**src/rtl/cruise_control_fsm.sv**
```systemverilog
// Cruise-control controller: tracks a modelled vehicle speed and regulates it
// toward a stored setpoint from pedal and steering-wheel button inputs.
module cruise_control_fsm #(
    parameter int SPEED_W    = 8,
    parameter int MIN_SPEED  = 45,
    parameter int MAX_SPEED  = 200,
    parameter int BRAKE_STEP = 2
) (
    input  logic               clock,
    input  logic               reset_n,
    input  logic               cruise_on,
    input  logic               throttle,
    input  logic               brake,
    input  logic               set,
    input  logic               accel,
    input  logic               coast,
    input  logic               cancel,
    input  logic               resume,
    output logic [SPEED_W-1:0] speed,
    output logic [SPEED_W-1:0] cruise_speed,
    output logic               cruise_active,
    output logic [2:0]         state
);

    typedef enum logic [2:0] {
        ST_OFF     = 3'd0,
        ST_IDLE    = 3'd1,
        ST_CRUISE  = 3'd2,
        ST_ACCEL   = 3'd3,
        ST_COAST   = 3'd4,
        ST_STANDBY = 3'd5
    } state_t;

    localparam logic [SPEED_W:0]   MAX_W   = (SPEED_W+1)'(MAX_SPEED);
    localparam logic [SPEED_W-1:0] MAX_V   = SPEED_W'(MAX_SPEED);
    localparam logic [SPEED_W-1:0] MIN_V   = SPEED_W'(MIN_SPEED);
    localparam logic [SPEED_W-1:0] BRAKE_V = SPEED_W'(BRAKE_STEP);
    localparam logic [SPEED_W-1:0] ONE_V   = SPEED_W'(1);

    state_t             state_q, state_d;
    logic [SPEED_W-1:0] speed_q, speed_d;
    logic [SPEED_W-1:0] cruise_speed_q, cruise_speed_d;
    logic               valid_q, valid_d;

    // One extra bit of headroom so carry/borrow can be clamped instead of wrapping.
    function automatic logic [SPEED_W-1:0] sat_add(input logic [SPEED_W-1:0] a,
                                                   input logic [SPEED_W-1:0] b);
        logic [SPEED_W:0] s;
        s = {1'b0, a} + {1'b0, b};
        return (s > MAX_W) ? MAX_V : s[SPEED_W-1:0];
    endfunction

    function automatic logic [SPEED_W-1:0] sat_sub(input logic [SPEED_W-1:0] a,
                                                   input logic [SPEED_W-1:0] b);
        logic [SPEED_W:0] s;
        s = {1'b0, a} - {1'b0, b};
        return s[SPEED_W] ? '0 : s[SPEED_W-1:0];
    endfunction

    logic [SPEED_W-1:0] speed_inc, speed_dec, coast_set;
    logic               stop_req, can_set;

    always_comb begin
        speed_inc = sat_add(speed_q, ONE_V);
        speed_dec = sat_sub(speed_q, ONE_V);
        coast_set = (speed_dec < MIN_V) ? MIN_V : speed_dec;
        stop_req  = brake | cancel;
        can_set   = set & (speed_q >= MIN_V);
    end

    always_comb begin
        speed_d = speed_q;
        if (brake) begin
            speed_d = sat_sub(speed_q, BRAKE_V);
        end else begin
            case (state_q)
                ST_CRUISE: begin
                    if (throttle || speed_q < cruise_speed_q) speed_d = speed_inc;
                    else if (speed_q > cruise_speed_q)        speed_d = speed_dec;
                end
                ST_ACCEL: speed_d = speed_inc;
                ST_COAST: speed_d = (speed_q > MIN_V) ? speed_dec : speed_q;
                default:  speed_d = throttle ? speed_inc : speed_dec;
            endcase
        end
    end

    always_comb begin
        state_d        = state_q;
        cruise_speed_d = cruise_speed_q;
        valid_d        = valid_q;
        if (!cruise_on) begin
            state_d        = ST_OFF;
            cruise_speed_d = '0;
            valid_d        = 1'b0;
        end else begin
            case (state_q)
                ST_OFF: state_d = ST_IDLE;
                ST_IDLE: begin
                    if (!stop_req && can_set) begin
                        state_d        = ST_CRUISE;
                        cruise_speed_d = speed_q;
                        valid_d        = 1'b1;
                    end
                end
                ST_CRUISE: begin
                    if (stop_req)    state_d = ST_STANDBY;
                    else if (set)    cruise_speed_d = speed_q;
                    else if (resume) state_d = ST_CRUISE;
                    else if (accel)  state_d = ST_ACCEL;
                    else if (coast)  state_d = ST_COAST;
                end
                ST_ACCEL: begin
                    if (stop_req) begin
                        state_d = ST_STANDBY;
                    end else begin
                        cruise_speed_d = speed_inc;
                        if (!accel) state_d = ST_CRUISE;
                    end
                end
                ST_COAST: begin
                    if (stop_req) begin
                        state_d = ST_STANDBY;
                    end else begin
                        cruise_speed_d = coast_set;
                        if (!coast) state_d = ST_CRUISE;
                    end
                end
                ST_STANDBY: begin
                    if (!stop_req) begin
                        if (can_set) begin
                            state_d        = ST_CRUISE;
                            cruise_speed_d = speed_q;
                            valid_d        = 1'b1;
                        end else if (resume && valid_q) begin
                            state_d = ST_CRUISE;
                        end
                    end
                end
                default: state_d = ST_OFF;
            endcase
        end
    end

    always_ff @(posedge clock or negedge reset_n) begin
        if (!reset_n) begin
            state_q        <= ST_OFF;
            speed_q        <= '0;
            cruise_speed_q <= '0;
            valid_q        <= 1'b0;
        end else begin
            state_q        <= state_d;
            speed_q        <= speed_d;
            cruise_speed_q <= cruise_speed_d;
            valid_q        <= valid_d;
        end
    end

    assign speed         = speed_q;
    assign cruise_speed  = cruise_speed_q;
    assign state         = state_q;
    assign cruise_active = (state_q == ST_CRUISE) || (state_q == ST_ACCEL) ||
                           (state_q == ST_COAST);

endmodule
```
**config.mk**
```make
export PLATFORM = sky130hd
export DESIGN_NAME = cruise_control_fsm
export DESIGN_NICKNAME = d
export VERILOG_FILES = /design/src/rtl/cruise_control_fsm.sv
export SDC_FILE = /design/constraint.sdc
export NUM_CORES = 1
export LEC_CHECK = 0
export CAP_MARGIN = 10
export CORE_MARGIN = 3
export CORE_UTILIZATION = 41
export DETAILED_ROUTE_END_ITERATION = 8
export PLACE_DENSITY = 0.73
export SLEW_MARGIN = 25
export SYNTH_ARGS = -nofsm -noshare
export SYNTH_HDL_FRONTEND = slang
export SYNTH_SLANG_ARGS = --single-unit
```
**constraint.sdc**
```tcl
create_clock -name clock -period 6.2 [get_ports clock]
set_clock_uncertainty 0.15 [all_clocks]
set_input_delay 0.93 -clock clock [delete_from_list [all_inputs] [get_ports clock]]
set_output_delay 0.93 -clock clock [all_outputs]
set_load 0.01 [all_outputs]
```
**Run 1: signal wires on met1**

(6 px per µm) Supply wires on this layer in grey.
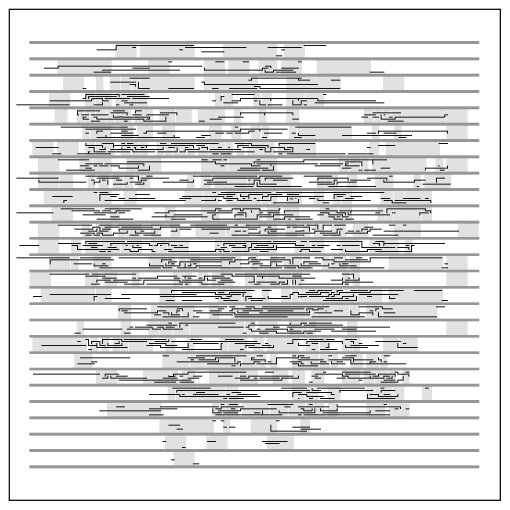
wire length on this layer: 3050 µm
nets with wire on the layer: 315
longest straight run: 23.9 µm
main direction: horizontal
share of all routed wire: 44%

**Run 1: placed standard cells**

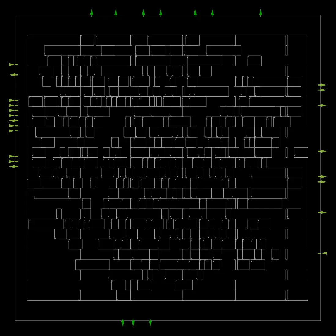
flop share of the area: 0.186
number of core rows: 26

**Run 1: placement by cell class**

(4 px per µm)
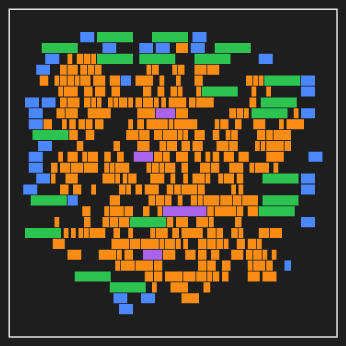
| class | colour | cells |
|---|---|---|
| all other logic | orange | 274 |
| other buffers and delay cells | blue | 31 |
| clock drivers and dummy loads | purple | 4 |
| flip-flops | green | 20 |

==> datasheet_impl.txt, run 1 <==
Physical implementation characteristics

Parameter                              Value

Synth
  Yosys-reported design area after synthesis .................. between 0.002 and 0.0025 mm²
  Most used DFF post-synth .................. sky130_fd_sc_hd__dfrtp_1
  Count of library flops with an enable pin .................. 0
  Cell area after synthesis .................. 0.00234 mm²
  Leading area contributor after synthesis .................. sky130_fd_sc_hd__dfrtp_1
  Fraction of synthesis flops using an asynchronous set or reset pin .................. 1.00
  Post-Syn Area per Cell .................. around 7.4 µm²
  Syn nets .................. 340
  Synth top area cells .................. sky130_fd_sc_hd__dfrtp_1, sky130_fd_sc_hd__ha_1, sky130_fd_sc_hd__o21ai_0
  Number of cells produced by synthesis .................. ~320
  Number of distinct library cells after synthesis .................. approximately 65
  Synthesis warning total .................. 0
  Yosys cell count .................. 315
  Sequential-to-total area share from yosys stat .................. 0.214
  Synthesized flop and latch total .................. 20
  Top cell area share .................. 0.214

Floorplanning
  Top-Level Pins .................. 30
  Fp_density .................. 0.442
  Horizontal die dimension .................. between 80 and 90 µm
  Core outline area .................. about 0.0053 mm²
  Overall die area .................. roughly 0.0067 mm²
  Die H .................. 81.6 µm

Timing
  Highest Clock Rate .................. roughly 290 MHz
  Crit share post-route .................. 0.549
  Worst hold-check slack .................. roughly 0.37 ns
  Number of hold violations in the final report .................. 0
  Worst slew margin .................. 0.453
  Final slew viol count .................. 0
  Clock period minus final worst setup slack .................. roughly 3.4 ns
  Final Setup Violations .................. 0
  Unrepaired setup endpoints after global routing .................. false
  Worst-margin pin slew .................. 0.816 ns
  TNS Setup .................. 0 ns

Pwr
  Total power draw .................. 1460 µW
  Power per cell area .................. between 500 and 600 mW/mm²
  Leakage dissipation .................. between 0.001 and 0.0015 µW
  Worst IR drop on VDD .................. between 0.2 and 0.3 mV

Routing
  Detailed-route wire length .................. roughly 7000 µm
  WL/cell .................. 17.5 µm
  DR iter-0 viols .................. 315
  Number of remaining DRC errors .................. 0
  Number of detailed-routing iterations run before antenna repair .................. 6
  Routed vias .................. roughly 2600
  Antenna-violating nets left .................. 0
  Detailed-route vias per instance .................. 6.40

Global routing
  Via count of the first global-routing pass .................. 2371
  Met2 layer usage reported by global route .................. 0.344
  Maximum number of pins on one net before global-route repair .................. 24
  Initial antenna violation count .................. 0
  Overall Global Routing Usage .................. 0.226
  Peak-usage layer in the global routing report .................. met2
  M3 GR Usage .................. 0.0428
  GRT overflow .................. 0
  Global routing met1 resource utilization .................. 0.313
  Global-route wire length before repair .................. between 10000 and 15000 µm

Cells and area
  Net total in the final layout .................. 355
  Layout overhead on the synthesized area .................. 15.2%
  Most instantiated logic cells after routing .................. sky130_fd_sc_hd__nor2_1, sky130_fd_sc_hd__o21ai_0, sky130_fd_sc_hd__clkdlybuf4s50_1
  Final standard cell area without fillers .................. roughly 0.0027 mm²
  Top cell excl fill/tap .................. sky130_fd_sc_hd__nor2_1
  Ratio of cells with drive above 1 in the final layout .................. 0.0729
  ANT cells .................. 0

Critical path
  Data required time at the worst endpoint .................. between 6 and 7 ns
  Kind of end point of the critical path .................. flip-flop
  Critical path peak fanout .................. 11
  Cell chain of the critical path .................. clkdlybuf4s50_1 -> or2_4 -> or3_1 -> o21ai_2 -> nor3_2 -> and2b_1 -> or4_1 -> a31oi_1
  Path type of the worst setup path .................. in2reg
  Highest cell delay on the worst timing path .................. 0.70 ns
  Master of the slowest instance on the critical path .................. sky130_fd_sc_hd__nor3_2
  Crit path launch type .................. input pin
  Endpoint arrival time on the critical path .................. roughly 3.5 ns

Clock tree
  Num CTS Buffers .................. 3
  CTS max path bufs .................. 2
  Clock tree from TritonCTS .................. yes
  Clock transition at path regs .................. roughly 0.090 ns
  Post-CTS Setup Bufs .................. 0
  Resize count post-CTS .................. 0
  Later-pin clock latency in the skew report .................. ~0.27 ns
  H-tree levels .................. 1
  Clock Sinks .................. 20
  Count of hold buffers inserted by post-cts repair .................. 0
  Clock root buffer master .................. sky130_fd_sc_hd__clkbuf_8

Placed design
  Port Buffer Count .................. 29
  DP HPWL .................. 5180 µm
  Placed cell areas .................. ~0.0026 mm²
  Final GP Congestion .................. roughly 1

Status
  Status .................. finished clean

Job
  Count of tool warnings .................. 31
  Max-capacitance violation count .................. 0

Hold path
  Type of the most critical hold path .................. reg2reg
[run 1: cells by family (layout without fill, tap and decap cells)]
logic type	after synthesis	count (layout)	share of synthesized area
flip-flops	20	20	0.214
XOR/XNOR	6	6	0.0224
multiplexers	6	6	0.0288
AND-OR/OR-AND	110	110	0.326
AND/OR/NAND/NOR	118	118	0.251
adder cells (fa/ha/maj)	15	15	0.0801
buffers and inverters	40	54	0.0780
[run 1: routing by layer]
metal,wire length [µm],share of wire
met1,3050,0.44
met2,3090,0.44
met3,652,0.093
met4,208,0.030
met5,0,0
[run 1: worst max-delay path, delay by kind of cell]
kind,cells,cell delay [ns]
buf+inv,1,0.59
simple gates,5,1.65
compound gates,2,0.27
[run 1: worst paths after layout]
path / startpoint / to / slack [ns] / cells after the start
max in group asynchronous: reset_n / cruise_speed[4] / 5.08 / 1
min in group asynchronous: reset_n / speed[7] / 0.47 / 1
setup / recovery: throttle / speed[2] / 2.80 / 8
setup reg to reg: speed[3] / speed[2] / 2.84 / 8
hold reg to reg: cruise_speed[6] / cruise_speed[6] / 0.37 / 2
hold / removal: cruise_speed[6] / cruise_speed[6] / 0.37 / 2
[run 1: cells in the mapped netlist (8+ instances only)]
library cell / n
sky130_fd_sc_hd__buf_2: 8
sky130_fd_sc_hd__nor3_1: 9
sky130_fd_sc_hd__ha_1: 15
sky130_fd_sc_hd__nand2_1: 24
sky130_fd_sc_hd__a21oi_1: 17
sky130_fd_sc_hd__nand3_1: 10
sky130_fd_sc_hd__o21ai_0: 29
sky130_fd_sc_hd__inv_1: 19
sky130_fd_sc_hd__clkbuf_1: 10
sky130_fd_sc_hd__a31oi_1: 8
sky130_fd_sc_hd__nor2_1: 36
sky130_fd_sc_hd__dfrtp_1: 20
[run 1: cell type report]
class | count | area [µm²]
Tap cell | 70 | 87.6
Clock buffer | 3 | 41.3
Fill cell | 516 | 2610
Inverter | 19 | 71.3
Multi-Input combinational cell | 255 | 1670
Timing Repair Buffer | 31 | 300
Sequential cell | 20 | 500
Clock inverter | 1 | 30.0
[run 1: where the power goes]
part / total, µW / switching (µW) / internal, µW / leakage, µW
clock: 137 / 50.9 / 86.3 / 0.0000357
sequential: 323 / 141 / 182 / 0.000255
combinational: 996 / 572 / 424 / 0.000771
total: 1460 / 764 / 693 / 0.00106
[run 1: state kept, by name, indices dropped and copies added, names as in the netlist]
register      count
speed             8
valid_q           1
state             3
cruise_speed      8
[run 1: per-stage QoR]
stage	util	cells	setup slack, ns
2_1_floorplan	-	315	3.56
3_3_place_gp	0.495	395	2.64
3_5_place_dp	0.496	395	2.61
4_1_cts	0.510	399	2.88
5_1_grt	0.509	399	2.69
6_report	0.509	399	2.80
**Run 1: port wiring**

(3 px per µm)
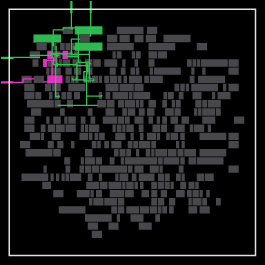

--- run 2 (diff from run 1) ---
==> constraint.sdc (replaced) <==
create_clock -name clock -period 3.4 [get_ports clock]
set_clock_uncertainty 0.15 [all_clocks]
set_input_delay 0.51 -clock clock [delete_from_list [all_inputs] [get_ports clock]]
set_output_delay 0.51 -clock clock [all_outputs]
set_load 0.01 [all_outputs]
**Run 2: port wiring**

(3 px per µm)
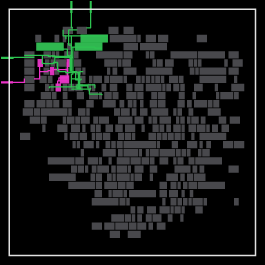
| port | colour | direction | edge | end cells | buffers | wire |
|---|---|---|---|---|---|---|
| accel | magenta | input | left | 5 | 1 | 36.7 µm |
| state | green | output | 2 top, 1 left | 3 | 3 | 197 µm |

==> datasheet_impl.txt, run 2 <==
Physical implementation characteristics

Parameter                              Value

Critical path
  Critical path peak fanout .................. 8 (-3)
  Path type of the worst setup path .................. reg2reg
  Worst-case reg-to-reg path depth .................. 8 (unchanged)
  Crit path launch type .................. flip-flop
  Master of the slowest instance on the critical path .................. sky130_fd_sc_hd__or3b_1
  Launch instance of the worst register-to-register path .................. speed[1]
  Endpoint arrival time on the critical path .................. 2.97 ns (-0.48 ns)
  Setup crit start .................. speed[1]
  Capture point of the worst reg-to-reg path .................. cruise_speed[3]
  Data required time at the worst endpoint .................. 3.41 ns (-2.84 ns)
  Kind of end point of the critical path .................. flip-flop
  Minimum setup slack among reg-to-reg paths .................. 0.44 ns (-2.40 ns)
  Most frequent cell on the critical path .................. sky130_fd_sc_hd__nor2_1
  Cell chain of the critical path .................. inv_1 -> ha_1 -> or3b_1 -> nor2_1 -> nor2_1 -> o21ai_0 -> o221ai_1 -> a22o_1
  Highest cell delay on the worst timing path .................. 0.51 ns (-0.19 ns)

Clock tree
  Resize count post-CTS .................. 0 (unchanged)
  H-tree levels .................. 1 (unchanged)
  Num CTS Buffers .................. 3 (unchanged)
  Clock Sinks .................. 20 (unchanged)
  Later-pin clock latency in the skew report .................. 0.27 ns (about the same)
  Clock tree from TritonCTS .................. yes
  CTS max path bufs .................. 2 (unchanged)
  Clock transition at path regs .................. 0.09 ns (about the same)
  Clock root buffer master .................. sky130_fd_sc_hd__clkbuf_8
  Count of hold buffers inserted by post-cts repair .................. 0 (unchanged)
  Post-CTS Setup Bufs .................. 0 (unchanged)

Routing
  Antenna-violating nets left .................. 0 (unchanged)
  Number of detailed-routing iterations run before antenna repair .................. 5 (-1)
  Routed vias .................. 2573 (+0.74%)
  WL/cell .................. 16.8 µm (-4.3%)
  Detailed-route vias per instance .................. 6.31 (-1.5%)
  Detailed-route wire length .................. 6850 µm (-2.2%)
  DR iter-0 viols .................. 281 (-11%)
  Number of remaining DRC errors .................. 0 (unchanged)

Status
  Status .................. finished clean

Floorplanning
  Core outline area .................. 0.00530 mm² (unchanged)
  Horizontal die dimension .................. 81.6 µm (unchanged)
  Top-Level Pins .................. 30 (unchanged)
  Fp_density .................. 0.442 (unchanged)
  Die H .................. 81.6 µm (unchanged)
  Number of core rows .................. 26 (unchanged)
  Overall die area .................. 0.00666 mm² (unchanged)

Synth
  Synthesized flop and latch total .................. 20 (unchanged)
  Fraction of synthesis flops using an asynchronous set or reset pin .................. 1.00 (unchanged)
  Sequential-to-total area share from yosys stat .................. 0.214 (unchanged)
  Top cell area share .................. 0.214 (unchanged)
  Yosys-reported design area after synthesis .................. 0.00234 mm² (unchanged)
  Number of cells produced by synthesis .................. 315 (unchanged)
  Post-Syn Area per Cell .................. 7.44 µm² (unchanged)
  Yosys cell count .................. 315 (unchanged)
  Leading area contributor after synthesis .................. sky130_fd_sc_hd__dfrtp_1
  Number of distinct library cells after synthesis .................. 65 (unchanged)
  Synth top area cells .................. sky130_fd_sc_hd__dfrtp_1, sky130_fd_sc_hd__ha_1, sky130_fd_sc_hd__o21ai_0
  Leading cell types by count after synthesis .................. sky130_fd_sc_hd__nor2_1, sky130_fd_sc_hd__o21ai_0, sky130_fd_sc_hd__nand2_1, sky130_fd_sc_hd__dfrtp_1, sky130_fd_sc_hd__inv_1
  Cell area after synthesis .................. 0.00234 mm² (unchanged)
  Synthesis warning total .................. 0 (unchanged)
  Most used DFF post-synth .................. sky130_fd_sc_hd__dfrtp_1
  Top cell type by instance count after synthesis .................. sky130_fd_sc_hd__nor2_1
  Count of library flops with an enable pin .................. 0 (unchanged)
  Syn nets .................. 340 (unchanged)

Global routing
  Overall Global Routing Usage .................. 0.214 (-0.0115)
  Global-route wire length before repair .................. 11200 µm (-4.8%)
  Initial antenna violation count .................. 0 (unchanged)
  Via count of the first global-routing pass .................. 2307 (-2.7%)
  Maximum number of pins on one net before global-route repair .................. 21 (-13%)
  GRT overflow .................. 0 (unchanged)

Timing
  Final slew viol count .................. 0 (unchanged)
  Clock period minus final worst setup slack .................. between 2 and 3 ns
  Unrepaired setup endpoints after global routing .................. false
  Worst hold-check slack .................. 0.0345 ns (-0.335 ns)
  Worst-margin pin slew .................. 0.690 ns (-0.127 ns)
  TNS Setup .................. 0 ns (unchanged)
  Final Setup Violations .................. 0 (unchanged)
  Highest Clock Rate .................. 337 MHz
  Number of hold violations in the final report .................. 0 (unchanged)
  Worst slew margin .................. 0.539 (+0.0865)
  Crit share post-route .................. 0.871

Placed design
  Final GP Congestion .................. 0.995 (-0.21%)
  DP HPWL .................. 5100 µm (-1.6%)
  Port Buffer Count .................. 29 (unchanged)

Hold path
  Type of the most critical hold path .................. in2async

Cells and area
  Ratio of cells with drive above 1 in the final layout .................. 0.0947 (+0.0217)
  Net total in the final layout .................. 364 (+2.5%)
  Top cell excl fill/tap .................. sky130_fd_sc_hd__nor2_1
  ANT cells .................. 0 (unchanged)
  Most instantiated logic cells after routing .................. sky130_fd_sc_hd__nor2_1, sky130_fd_sc_hd__o21ai_0, sky130_fd_sc_hd__clkdlybuf4s50_1
  Layout overhead on the synthesized area .................. 17.7%

Pwr
  Worst IR drop on VDD .................. 0.341 mV (+32%)
  Leakage dissipation .................. 0.00111 µW (+4.1%)
  Power per cell area .................. 986 mW/mm² (+83%)

Job
  Count of tool warnings .................. 31 (unchanged)
  Max-capacitance violation count .................. 0 (unchanged)
[run 2: cell counts after synthesis]
No cell type changed its count.
[run 2: how the worst max path moves through the flow]
stage / to
global placement: speed[6]
detailed placement: speed[6]
global route: cruise_speed[1]
finish: cruise_speed[3]
CTS: cruise_active
floorplan: cruise_speed[1]
[run 2: per-layer routing]
metal	wire, µm	up-vias	track usage
met3	560	15	0.0329
met5	0	-	0
met2	3120	141	0.347
met4	112	0	0.0664
li1	-	1218	-
met1	3060	1199	0.293
[run 2: cell type report]
cell class | count | area, µm²
clock buffer | 3 | 41.3
clock inverter | 1 | 30.0
fill | 511 | 2540
inverter | 19 | 71.3
multi-input combinational | 255 | 1660
sequential | 20 | 500
tap | 70 | 87.6
timing repair buffer | 40 | 368
[run 2: per-stage QoR]
step | std cells | area, µm² | util | total power [µW] | worst slack, ns
final | 408 | 2760 | 0.520 | 2720 | 0.437
after global routing | 408 | 2760 | 0.520 | 2930 | 0.275
after CTS | 408 | 2760 | 0.521 | 2680 | 0.505
after detailed placement | 404 | 2690 | 0.508 | 2410 | 0.507
after global placement | 404 | 2690 | 0.508 | 2400 | 0.569
after floorplan | 315 | 2340 | - | 1820 | 0.761
[run 2: critical path: cells and delay by family, from the launching register on]
family                     cells  cell delay (ns)
AOI/OAI and AO/OA              3             0.60
adders and majority gates      1             0.31
and+or+nand+nor                3             1.09
buffers and inverters          1             0.22
DFF                            1             0.49
[run 2: report_power, final]
group          total, µW  switching, µW  internal, µW
Sequential           512            178           334
Clock                250           92.6           157
Combinational       1960           1120           837
[run 2: logic make-up (layout without fill, tap and decap cells)]
| family | after synthesis | after routing | synth area share |
|---|---|---|---|
| flip-flops | 20 | 20 | 0.214 |
| AND/OR/NAND/NOR | 118 | 118 | 0.251 |
| buffers and inverters | 40 | 63 | 0.0780 |
| XOR/XNOR | 6 | 6 | 0.0224 |
| AND-OR/OR-AND | 110 | 110 | 0.326 |
| adder cells (fa/ha/maj) | 15 | 15 | 0.0801 |
| multiplexers | 6 | 6 | 0.0288 |
Power and IR drop assume default switching activity.
